Design register_bank_plus, sky130hd; sources not shown.
Fig. 1: the clock network
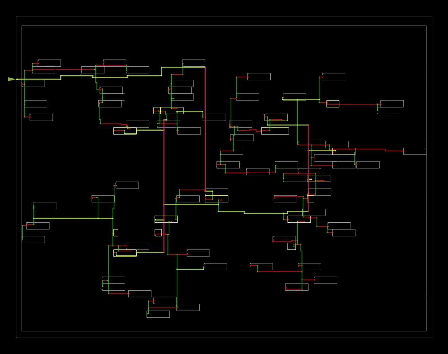
clk latency late pin: 360 ps
Flops: 65

Fig. 2: pin map
(2 px per um) Pins as bars across the die edge, other pins in grey.
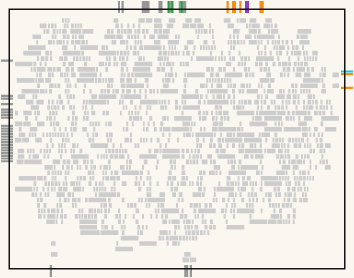
green -> wr_addr  # pins 3, direction input, edge top
purple -> wr_op  # pins 2, direction input, edge top
cyan -> wrap  # pins 1, direction output, edge right
orange -> wr_data  # pins 8, direction input, edge 6 top, 2 right
all pins by edge = 23 top, 22 left, 4 bottom, 3 right
Die H: 129 um
Die X-Extent: 167 um
port bufs: 51

Fig. 3: cell area per tile
(2 px per um) 17 x 13 tiles, from black (low) to pale yellow (high), 0 to 100% covered.
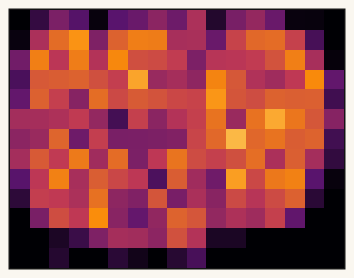
mean over tiles = 40%
emptiest ninth of the die = bottom right
tiles over 75% full = 3.2%
fullest tile = 85%
nearly empty tiles = 12%
Core Util, Final: 45.4%
CORE AREA: 19900 sq um
Init Core Util: 39.3%

Fig. 4: cells coloured by class
(1.5 px per um)
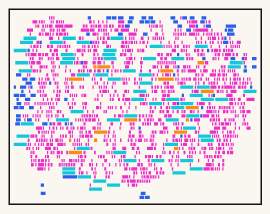
magenta -> remaining logic cells  # cells 1228, share of their area 69%
orange -> clock drivers and dummy loads  # cells 16, share of their area 3.5%
blue -> remaining buffers and delay cells  # cells 89, share of their area 8.7%
cyan -> registers  # cells 65, share of their area 19%
design area: 9020 sq um
# rows: 45
flop share of the area: 18.0%

Fig. 5: routed metal, one colour a layer
(1.5 px per um)
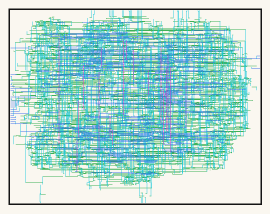
green -> M1  # wire length 15800 um
magenta -> M4  # wire length 605 um
cyan -> M2  # wire length 13000 um
blue -> M3  # wire length 4980 um
GRT Util Overall: 31.7%
DR vias: 9543
drt wl/cell: 20.7 um

==> qor.txt <==
Max reg flops -> 64
CP max stage delay -> 420 ps
Non-clock buffers -> 89
Worst VDD drop -> 0.264 mV
Internal -> 0.00165 W
Final setup violation count -> 0
Gate Area -> 5280 sq um
Multiplexer share -> 0%
Setup CP Type -> in2out
Final period util -> 96.2%
Yosys Chip Area -> 7810 sq um
Switching Fraction -> 53.3%
Clock Pin Slew Worst Setup and Hold Paths -> 60 ps
Pleak -> 4.45 nW
Post-synth regs -> 65
Setup TNS -> 0 ps
Register share after synthesis -> 20.8%
Peak Freq -> 0.214 GHz
Reg area -> 1630 sq um
Final Wtd Congestion -> 1.04
Post-synthesis cell count -> 1327
Status -> completed
Synth area leader -> dfrtp_1
Post-CTS Hold Buffers -> 1
# Post-CTS Setup Buffers -> 0
CTS max path bufs -> 2
Endpoint class of the critical path -> output port
Post-route ant nets -> 0
CTS sink count -> 65
DRT Pass-1 Iters -> 6
Top cells by count, synth -> nand2_1 (384), inv_1 (193), nand3_1 (153)
Switching power -> 0.00188 W
Top layer in use -> met4
Arrival @ worst endpoint -> 4130 ps
Hold_ws -> 518 ps
Total gr overflow -> 0
Pin count of the biggest net entering global routing -> 49
TritonCTS Buffers -> 9
Top non-seq family -> simple AND/OR/NAND/NOR gates
Number of global-route vias before repair -> 8395
Power figures rest on the tool's default switching activity, not on a simulated workload.
